--- src/rtl/rks_loader_pkg.sv ---
// rks_pkg: shared FSM state, error codes and header size for the RKS tape loader
package rks_pkg;

    localparam int HDR_BYTES = 4;

    typedef enum logic [3:0] {
        IDLE,
        HDR0,
        HDR1,
        HDR2,
        HDR3,
        DATA,
        CS_LO,
        CS_HI,
        TRAIL,
        DONE,
        ERR
    } rks_state_t;

    typedef enum logic [2:0] {
        ERR_NONE  = 3'd0,
        ERR_HDR   = 3'd1,
        ERR_RANGE = 3'd2,
        ERR_TRUNC = 3'd3,
        ERR_CKSUM = 3'd4
    } rks_err_t;

endpackage

--- src/rtl/rks_loader_cksum.sv ---
// rks_cksum: 16-bit RKS checksum accumulator; the final payload byte only adds into the low byte
module rks_cksum (
    input  logic        i_clk,
    input  logic        i_rst,
    input  logic        i_clear,
    input  logic        i_en,
    input  logic        i_last,
    input  logic [7:0]  i_byte,
    output logic [15:0] o_sum
);
    logic [8:0] w_lo;
    logic [7:0] w_hi;

    assign w_lo = {1'b0, o_sum[7:0]} + {1'b0, i_byte};
    assign w_hi = i_last ? o_sum[15:8] : o_sum[15:8] + i_byte + {7'd0, w_lo[8]};

    // accumulate one payload byte per enable, cleared at the start of every download
    always_ff @(posedge i_clk) begin
        if (i_rst || i_clear)
            o_sum <= 16'd0;
        else if (i_en)
            o_sum <= {w_hi, w_lo[7:0]};
    end
endmodule

--- src/rtl/rks_loader.sv ---
// rks_loader: parses an RKS tape image from the ioctl download channel and writes its payload to RAM
// Optional checksum verification is built when RKS_LOADER_CKSUM_EN is defined.
module rks_loader
    import rks_pkg::*;
#(
    parameter logic [15:0] TOP_ADDR    = 16'hC000,
    parameter logic [24:0] BASE_OFFSET = 25'h0
) (
    input  logic        clk_sys,
    input  logic        reset,
    input  logic        dl_active,
    input  logic        dl_wr,
    input  logic [7:0]  dl_data,
    output logic [24:0] mem_addr,
    output logic [7:0]  mem_dout,
    output logic        mem_we,
    output logic        busy,
    output logic        done,
    output logic        run_pulse,
    output logic [15:0] start_addr,
    output logic [2:0]  err
);
    rks_state_t  r_state;
    rks_err_t    r_err;
    logic        r_act;
    logic [15:0] r_start;
    logic [15:0] r_end;
    logic [15:0] r_cur;
    logic [24:0] r_addr;
    logic [7:0]  r_dout;
    logic        r_we;
    logic        r_done;
    logic        r_run;
    logic        w_rise;
    logic        w_fall;
    logic        w_byte;
    logic        w_last;
    logic        w_cs_ok;

    assign w_rise = dl_active & ~r_act;
    assign w_fall = ~dl_active & r_act;
    assign w_byte = dl_active & dl_wr & ~w_rise;
    assign w_last = r_cur == r_end;

`ifdef RKS_LOADER_CKSUM_EN
    logic [15:0] w_sum;
    logic [7:0]  r_cs_lo;
    logic [7:0]  r_cs_hi;

    rks_cksum u_cksum (
        .i_clk   (clk_sys),
        .i_rst   (reset),
        .i_clear (w_rise),
        .i_en    (w_byte && r_state == DATA && r_cur < TOP_ADDR),
        .i_last  (w_last),
        .i_byte  (dl_data),
        .o_sum   (w_sum)
    );

    // capture the checksum stored in the file trailer
    always_ff @(posedge clk_sys) begin
        if (reset || w_rise) begin
            r_cs_lo <= 8'd0;
            r_cs_hi <= 8'd0;
        end else if (w_byte) begin
            r_cs_lo <= r_state == CS_LO ? dl_data : r_cs_lo;
            r_cs_hi <= r_state == CS_HI ? dl_data : r_cs_hi;
        end
    end

    assign w_cs_ok = w_sum == {r_cs_hi, r_cs_lo};
`else
    assign w_cs_ok = 1'b1;
`endif

    // parser FSM: header, payload writes with one-cycle latency, trailer, and end-of-download verdict
    always_ff @(posedge clk_sys) begin
        if (reset) begin
            r_state <= IDLE;
            r_err   <= ERR_NONE;
            r_act   <= 1'b0;
            r_start <= 16'd0;
            r_end   <= 16'd0;
            r_cur   <= 16'd0;
            r_addr  <= 25'd0;
            r_dout  <= 8'd0;
            r_we    <= 1'b0;
            r_done  <= 1'b0;
            r_run   <= 1'b0;
        end else begin
            r_act <= dl_active;
            r_we  <= 1'b0;
            r_run <= 1'b0;
            if (w_rise) begin
                r_state <= HDR0;
                r_err   <= ERR_NONE;
                r_start <= 16'd0;
                r_done  <= 1'b0;
            end else if (w_byte) begin
                case (r_state)
                    HDR0: begin
                        r_start[7:0] <= dl_data;
                        r_state      <= HDR1;
                    end
                    HDR1: begin
                        r_start[15:8] <= dl_data;
                        r_state       <= HDR2;
                    end
                    HDR2: begin
                        r_end[7:0] <= dl_data;
                        r_state    <= HDR3;
                    end
                    HDR3: begin
                        r_end[15:8] <= dl_data;
                        if ({dl_data, r_end[7:0]} < r_start) begin
                            r_state <= ERR;
                            r_err   <= ERR_HDR;
                        end else begin
                            r_cur   <= r_start;
                            r_state <= DATA;
                        end
                    end
                    DATA: begin
                        if (r_cur >= TOP_ADDR) begin
                            r_state <= ERR;
                            r_err   <= ERR_RANGE;
                        end else begin
                            r_we    <= 1'b1;
                            r_addr  <= BASE_OFFSET + {9'd0, r_cur};
                            r_dout  <= dl_data;
                            r_state <= w_last ? CS_LO : DATA;
                            r_cur   <= w_last ? r_cur : r_cur + 16'd1;
                        end
                    end
                    CS_LO: r_state <= CS_HI;
                    CS_HI: r_state <= TRAIL;
                    default: ;
                endcase
            end else if (w_fall) begin
                if (r_state == TRAIL) begin
                    r_state <= w_cs_ok ? DONE : ERR;
                    r_err   <= w_cs_ok ? ERR_NONE : ERR_CKSUM;
                    r_done  <= w_cs_ok;
                    r_run   <= w_cs_ok;
                end else if (busy) begin
                    r_state <= ERR;
                    r_err   <= ERR_TRUNC;
                end
            end
        end
    end

    assign busy       = r_state inside {HDR0, HDR1, HDR2, HDR3, DATA, CS_LO, CS_HI, TRAIL};
    assign mem_addr   = r_addr;
    assign mem_dout   = r_dout;
    assign mem_we     = r_we;
    assign done       = r_done;
    assign run_pulse  = r_run;
    assign start_addr = r_start;
    assign err        = r_err;
endmodule
--- config.mk ---
export PLATFORM = sky130hd
export DESIGN_NAME = rks_loader
export DESIGN_NICKNAME = d
export VERILOG_FILES = /design/src/rtl/rks_loader_pkg.sv /design/src/rtl/rks_loader_cksum.sv /design/src/rtl/rks_loader.sv
export SDC_FILE = /design/constraint.sdc
export NUM_CORES = 1
export LEC_CHECK = 0
export ABC_AREA = 1
export ABC_CLOCK_PERIOD_IN_PS = 4300
export CAP_MARGIN = 20
export CORE_MARGIN = 4
export CORE_UTILIZATION = 36
export CTS_CLUSTER_DIAMETER = 80
export DETAILED_ROUTE_END_ITERATION = 10
export PLACE_DENSITY = 0.58
export SLEW_MARGIN = 20
export SYNTH_ARGS = -nofsm -noshare
export SYNTH_HDL_FRONTEND = slang
export SYNTH_HIERARCHICAL = 1
export SYNTH_SLANG_ARGS = --single-unit
--- constraint.sdc ---
create_clock -name clk_sys -period 4.3 [get_ports clk_sys]
set_input_delay 0.86 -clock clk_sys [delete_from_list [all_inputs] [get_ports clk_sys]]
set_output_delay 0.86 -clock clk_sys [all_outputs]
set_load 0.005 [all_outputs]
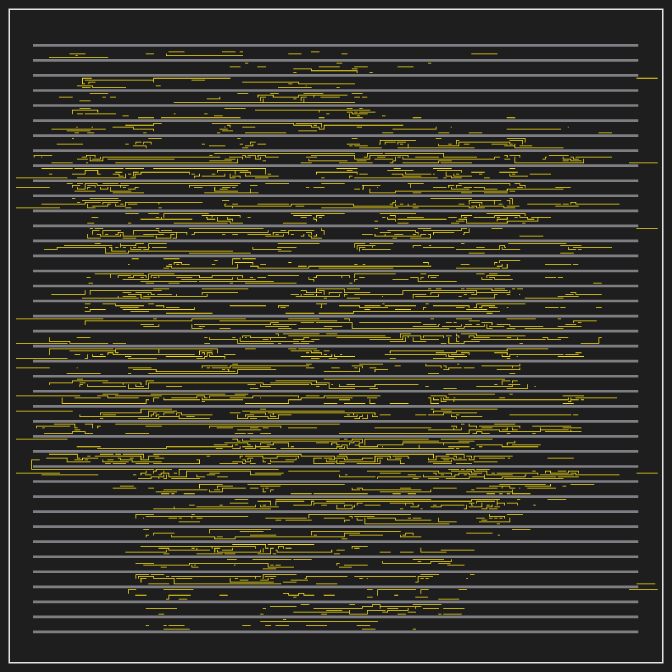
Figure 1: run 1, the metal 1 layer.
Supply wires on this layer in gray.
longest straight run	40.5 um
wire length on this layer	5750 um
nets with wire on the layer	666
share of all routed wire	47%
met1 GRT Util: 0.233
Vias: 4041
post-detailed-routing wire length: 12.2 mm

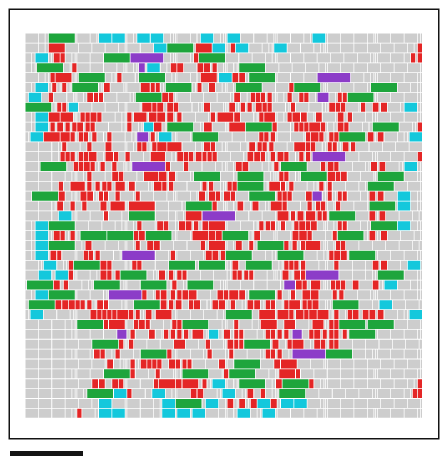
Figure 2: run 1, cell classes on the final placement.
The bar under the picture is 20 um long. Fill, decap, tap and diode cells in gray.
color	class	cells	share of their area
purple	clock drivers and dummy loads	16	5.5%
green	sequential cells	82	32%
red	combinational and other logic	529	50%
cyan	remaining buffers and delay cells	60	12%
flop share of the area: 0.312
row cnt: 39
placeable core region: 11600 um2

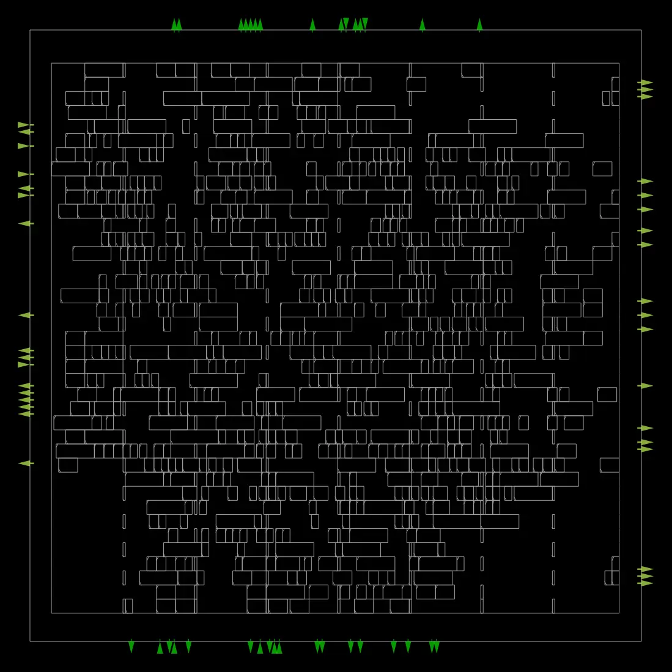
Figure 3: run 1, cell placement.
# fillers: 1203
tap cells: 143

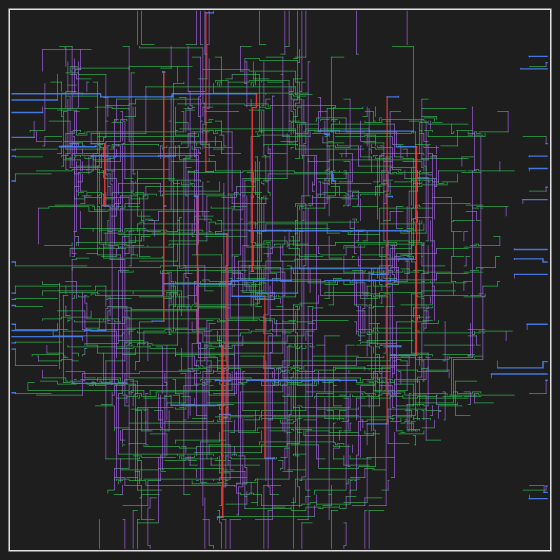
Figure 4: run 1, signal wires by layer.
color	layer	wire length
green	metal 1	5750 um
purple	metal 2	5620 um
blue	metal 3	467 um
red	metal 4	404 um
Routed wire per std cell: 14.7 um
Total GRT Usage: 0.179

## run 1: flip-flops by register name, summed over array words and instances, names as in the netlist, 2 cells and up
signal      count
r_end          16
r_cur          16
start_addr     16
r_state         4
err             2
mem_addr       16
mem_dout        8
## run 1: path summary, 6_finish.rpt
kind / slack [ns] / end / from
max: 1.36 / mem_dout[4]$_SDFFE_PP0P_ / dl_active
min: 0.47 / done$_SDFFE_PP0P_ / done$_SDFFE_PP0P_
max reg2reg: 2.00 / mem_dout[4]$_SDFFE_PP0P_ / r_act$_SDFF_PP0_
min reg2reg: 0.47 / done$_SDFFE_PP0P_ / done$_SDFFE_PP0P_
## run 1: power groups by stage
stage	logic (uW)	registers, uW	clock network [uW]
floorplan	69.2	786	0
finish	110	770	742
global placement	109	787	0
global route	125	770	787
detailed placement	110	787	0
CTS	110	770	755
==> impl_metrics.csv, run 1 <==
group,metric,value,unit
placement,gp_congestion,0.882,
cells_and_area,flops,82,
cells_and_area,largestClassByArea,"combinational gates",
setup_path,worstPathRequired,4.54,ns
yosys,synthMuxAreaShare,0,
setup_path,startpoint_type,"input port",
routing,drc,0,
routing,dr.pass1.iters,4,
job,warnings,28,
power,p_comb_frac,0.068,
yosys,ys_seq_frac,0.377,
sta,worst_pin_slew,0.628,ns
routing,antenna_left,0,
cells_and_area,instances_no_fill,830,
power,switching_share,0.260,
yosys,ff_type,"dfxtp_1",
setup_path,end_kind,"register",
power,power.density,308,nW/um2
cells_and_area,drive_gt1_frac,0.0568,
cells_and_area,clk_share,0.0531,
outcome,status,"complete, no violations",
routing,met1_length,5.75,mm
sta,min_period,2.94,ns
routing,met2_length,5.62,mm
setup_path,critPathArrivalTime,3.18,ns
global_route,grt-busiest-layer,"met2",
routing,via_per_inst,4.87,
floorplan,die_width,118,um
Figure 5. Wire density map (run 1).
The die is cut into 24 by 24 equal tiles; black is low, pale yellow is high, scaled to the fullest tile. Values are wire area over tile area, all layers added.
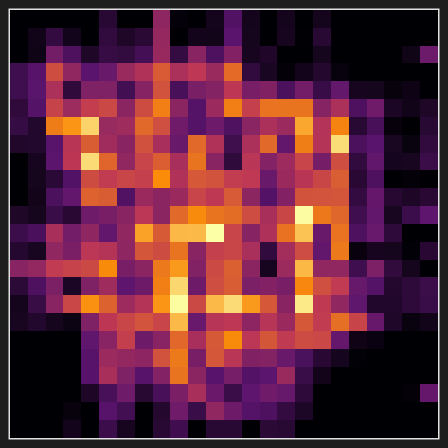

==> inputs of run 2 (changes only) <==
--- a/config.mk
+++ b/config.mk
@@ -6,13 +6,13 @@
 export NUM_CORES = 1
 export LEC_CHECK = 0
 export ABC_AREA = 1
-export ABC_CLOCK_PERIOD_IN_PS = 4300
+export ABC_CLOCK_PERIOD_IN_PS = 2500
 export CAP_MARGIN = 20
 export CORE_MARGIN = 4
 export CORE_UTILIZATION = 36
 export CTS_CLUSTER_DIAMETER = 80
 export DETAILED_ROUTE_END_ITERATION = 10
-export PLACE_DENSITY = 0.58
+export PLACE_DENSITY = 0.6
 export SLEW_MARGIN = 20
 export SYNTH_ARGS = -nofsm -noshare
 export SYNTH_HDL_FRONTEND = slang
==> constraint.sdc (replaced) <==
create_clock -name clk_sys -period 2.5 [get_ports clk_sys]
set_input_delay 0.5 -clock clk_sys [delete_from_list [all_inputs] [get_ports clk_sys]]
set_output_delay 0.5 -clock clk_sys [all_outputs]
set_load 0.005 [all_outputs]
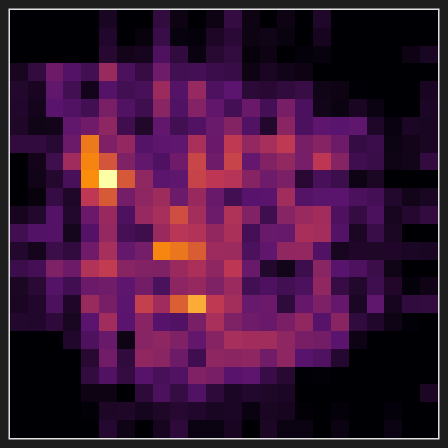
Figure 6: run 2, wire density map.
The die is cut into 24 by 24 equal tiles; black is low, pale yellow is high, scaled to the fullest tile. Values are wire area over tile area, all layers added.
fullest tile	0.79
densest ninth of the die	center
nearly empty tiles	23%
mean over tiles	0.14
emptiest ninth of the die	upper right
Vias: 4260
Routed wire per std cell: 14.2 um
post-detailed-routing wire length: 12.1 mm

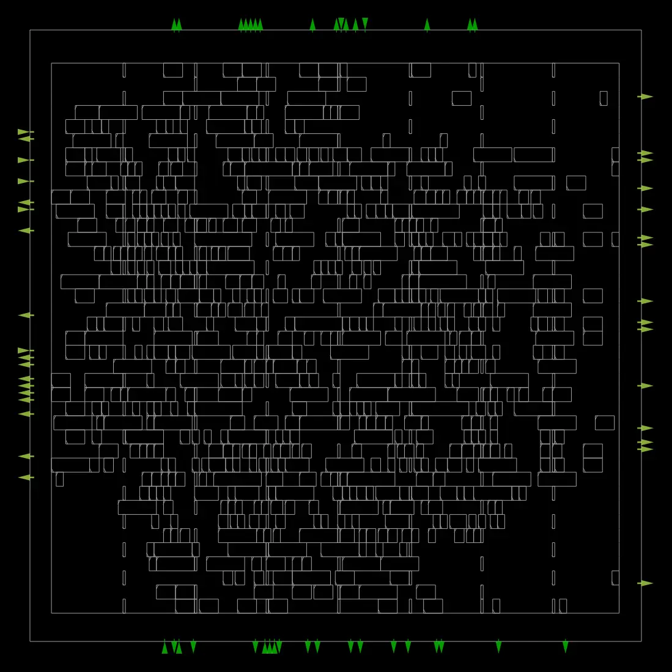
Figure 7: run 2, cell placement.
# fillers: 1175
Finished Layout Cells: 853

==> run 2 against run 1 <==
  * Final cell count up 2.8%
  * Synthesized area unchanged
  * Die size unchanged
  * Cell area up 4.2%
  * Clock skew down 0.0040 ns
  * Worst setup slack worse by 1.1 ns
  * Register-to-register slack got worse by 1.6 ns
  * Largest cell class unchanged
  * Highest routed layer unchanged
==> impl_metrics.csv, run 2 <==
group,metric,value,unit
outcome,status,"complete, no violations",
power,pg_clk,1390,uW
floorplan,die_width,118,um
routing,drc,0,
power,power.density,533,nW/um2
power,p_comb_frac,0.071,
cells_and_area,flops,82,
cells_and_area,seq_share,0.300,
global_route,use_met1,0.220,
routing,antenna_left,0,
power,comb-power,206,uW
routing,dr.pass1.iters,6,
setup_path,worstPathRequired,2.00,ns
floorplan,rows,39,
power,switching_share,0.225,
floorplan,core,11600,um2
power,top_power_group,"the clock network",
job,warnings,28,
global_route,grt_use_total,0.178,
yosys,ys_seq_frac,0.377,
[run 2: cell counts after synthesis]
Identical to the previous run, type by type.
[run 2: worst paths after layout]
kind	to	slack, ns	cells after the start	from
worst max-delay path	busy	0.23	6	r_state[2]$_SDFFE_PP0P_
worst min-delay path	done$_SDFFE_PP0P_	0.46	2	done$_SDFFE_PP0P_
worst max register to register	r_cur[12]$_SDFFE_PP0P_	0.38	14	start_addr[5]$_SDFFE_PP0P_
worst min register to register	done$_SDFFE_PP0P_	0.46	2	done$_SDFFE_PP0P_
[run 2: worst max-delay path, delay by kind of cell, from the launching register on]
kind                   cells  cell delay [ns]
buffers and inverters      2             0.57
AND/OR/NAND/NOR            4             0.51
flip-flops                 1             0.34
Figure 8. Signal wires by layer (run 2).
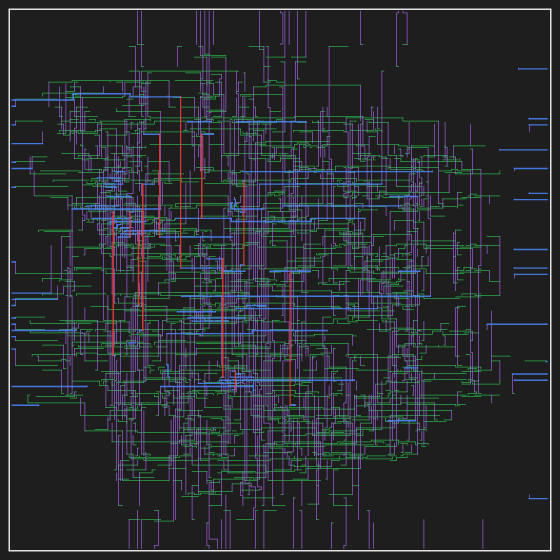

==> inputs of run 3 (changes only) <==
--- a/config.mk
+++ b/config.mk
@@ -5,14 +5,13 @@
 export SDC_FILE = /design/constraint.sdc
 export NUM_CORES = 1
 export LEC_CHECK = 0
-export ABC_AREA = 1
 export ABC_CLOCK_PERIOD_IN_PS = 2500
 export CAP_MARGIN = 20
 export CORE_MARGIN = 4
 export CORE_UTILIZATION = 36
 export CTS_CLUSTER_DIAMETER = 80
 export DETAILED_ROUTE_END_ITERATION = 10
-export PLACE_DENSITY = 0.6
+export PLACE_DENSITY = 0.61
 export SLEW_MARGIN = 20
 export SYNTH_ARGS = -nofsm -noshare
 export SYNTH_HDL_FRONTEND = slang
==> constraint.sdc (replaced) <==
create_clock -name clk_sys -period 2.5 [get_ports clk_sys]
set_input_delay 0.75 -clock clk_sys [delete_from_list [all_inputs] [get_ports clk_sys]]
set_output_delay 0.75 -clock clk_sys [all_outputs]
set_load 0.005 [all_outputs]
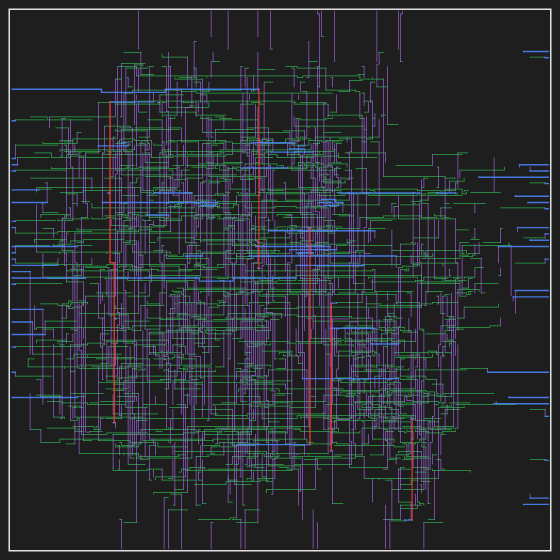
Figure 9: run 3, signal wires by layer.
color	layer	wire length
red	metal 4	210 um
purple	metal 2	6350 um
green	metal 1	5790 um
blue	metal 3	601 um
Routed wire per std cell: 16.9 um
Vias: 4017
Total GRT Usage: 0.194

==> run 3 against run 2 <==
  * Total power is 7.3% lower
  * Combinational power hardly changed
  * Synthesized area is 2.1% lower
  * Clock-buffer cell count is 5 higher
  * Non-clock buffer count is 36 higher
  * Worst hold slack worse by 0.0072 ns
  * Sequential power hardly changed
  * Sequential cell count stayed put
  * First-iteration DRC count is 14% lower
  * Fmax is 8.3% lower
  * Global-route usage is 1.6 points higher
  * Register-to-register slack worse by 0.28 ns
==> impl_metrics.csv, run 3 <==
group,metric,value,unit
outcome,status,"complete, no violations",
floorplan,core,11500,um2
yosys,ys_cells,523,
worst_hold_path,min_path_cells,2,
worst_hold_path,worstHoldStart,"mem_dout[3]$_SDFFE_PP0P_",
power,p_comb_frac,0.075,
setup_path,startpoint,"dl_data[6]",
power,power.density,465,nW/um2
setup_path,regToRegStartpoint,"start_addr[8]$_SDFFE_PP0P_",
worst_hold_path,whs_endpoint,"mem_dout[3]$_SDFFE_PP0P_",
cells_and_area,nFillCells,1118,
cells_and_area,largestClassByArea,"combinational gates",
cells_and_area,seq_share,0.282,
setup_path,regToRegEndpoint,"r_cur[13]$_SDFFE_PP0P_",
yosys,ys_chip_area,4260,um2
clocking,cts_root_buf,"clkbuf_16",
yosys,ys_seq_frac,0.386,
cells_and_area,flops,82,
routing,met2_length,6.35,mm
cells_and_area,clk_share,0.0436,
setup_path,crit_end,"r_cur[13]$_SDFFE_PP0P_",
global_route,grt-busiest-layer,"met2",
setup_path,startpoint_type,"input port",
routing,dr.pass1.iters,5,
routing,drc,0,
placement,gp_congestion,0.954,
setup_path,r2r_cells,12,
setup_path,worstPathRequired,2.71,ns
power,switching_share,0.229,
floorplan,die_width,117,um
job,warnings,28,
cells_and_area,drive_gt1_frac,0.195,
yosys,ff_type,"dfxtp_1",
floorplan,rows,39,
routing,via_per_inst,5.25,
setup_path,end_kind,"register",
floorplan,ioPinCount,68,
floorplan,n_tap_cell,143,
setup_path,critPathArrivalTime,2.68,ns
cells_and_area,instances_no_fill,765,
clocking,ctsHoldBuffers,0,
sta,min_period,2.47,ns
setup_path,regToRegSetupSlack,0.10,ns
clocking,cts.sinks,82,
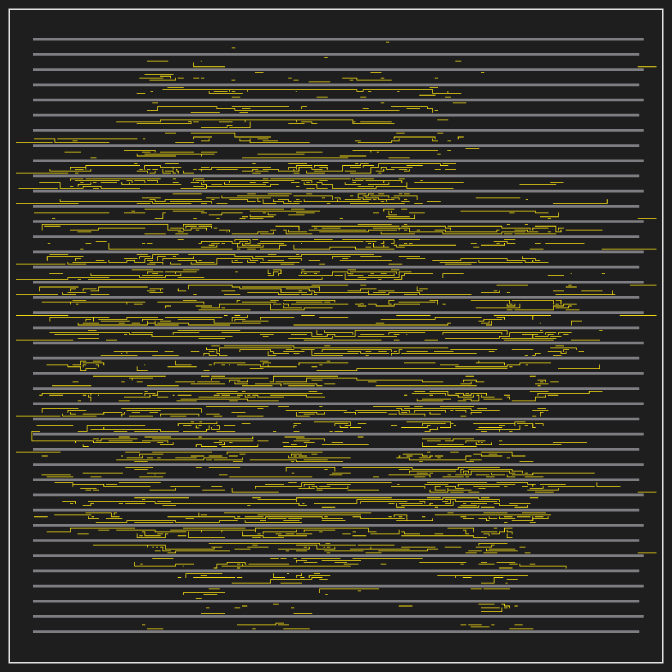
Figure 10: run 3, the metal 1 layer.
Supply wires on this layer in gray.
share of all routed wire	45%
wire length on this layer	5790 um
longest straight run	41.9 um
post-detailed-routing wire length: 12.9 mm
met1 GRT Util: 0.249

==> run 3: power by group through the flow <==
stage          logic (uW)  clock network [uW]  registers [uW]
6_report              204                1190            1320
3_3_place_gp          184                   0            1340
4_1_cts               196                1220            1310
2_1_floorplan        96.5                   0            1350
3_5_place_dp          187                   0            1340
5_1_grt               222                1270            1320
==> run 3: critical path, stage by stage <==
cell	delay [ns]
buf_2	0.13
ha_4	0.27
nand4_1	0.11
nor2_1	0.14
nand4_1	0.19
o211ai_4	0.26
o221ai_4	0.17
buf_6	0.16
buf_16	0.13
buf_12	0.13
a21oi_2	0.12
o32ai_2	0.10
==> run 3: timing repair <==
item                                    CTS  global route
pin swaps                                20            10
endpoints found under the setup margin   23            47
setup buffers                             5             0
resized                                  47            22
gates cloned                              2             0
Power is estimated from default activity; no workload was simulated.
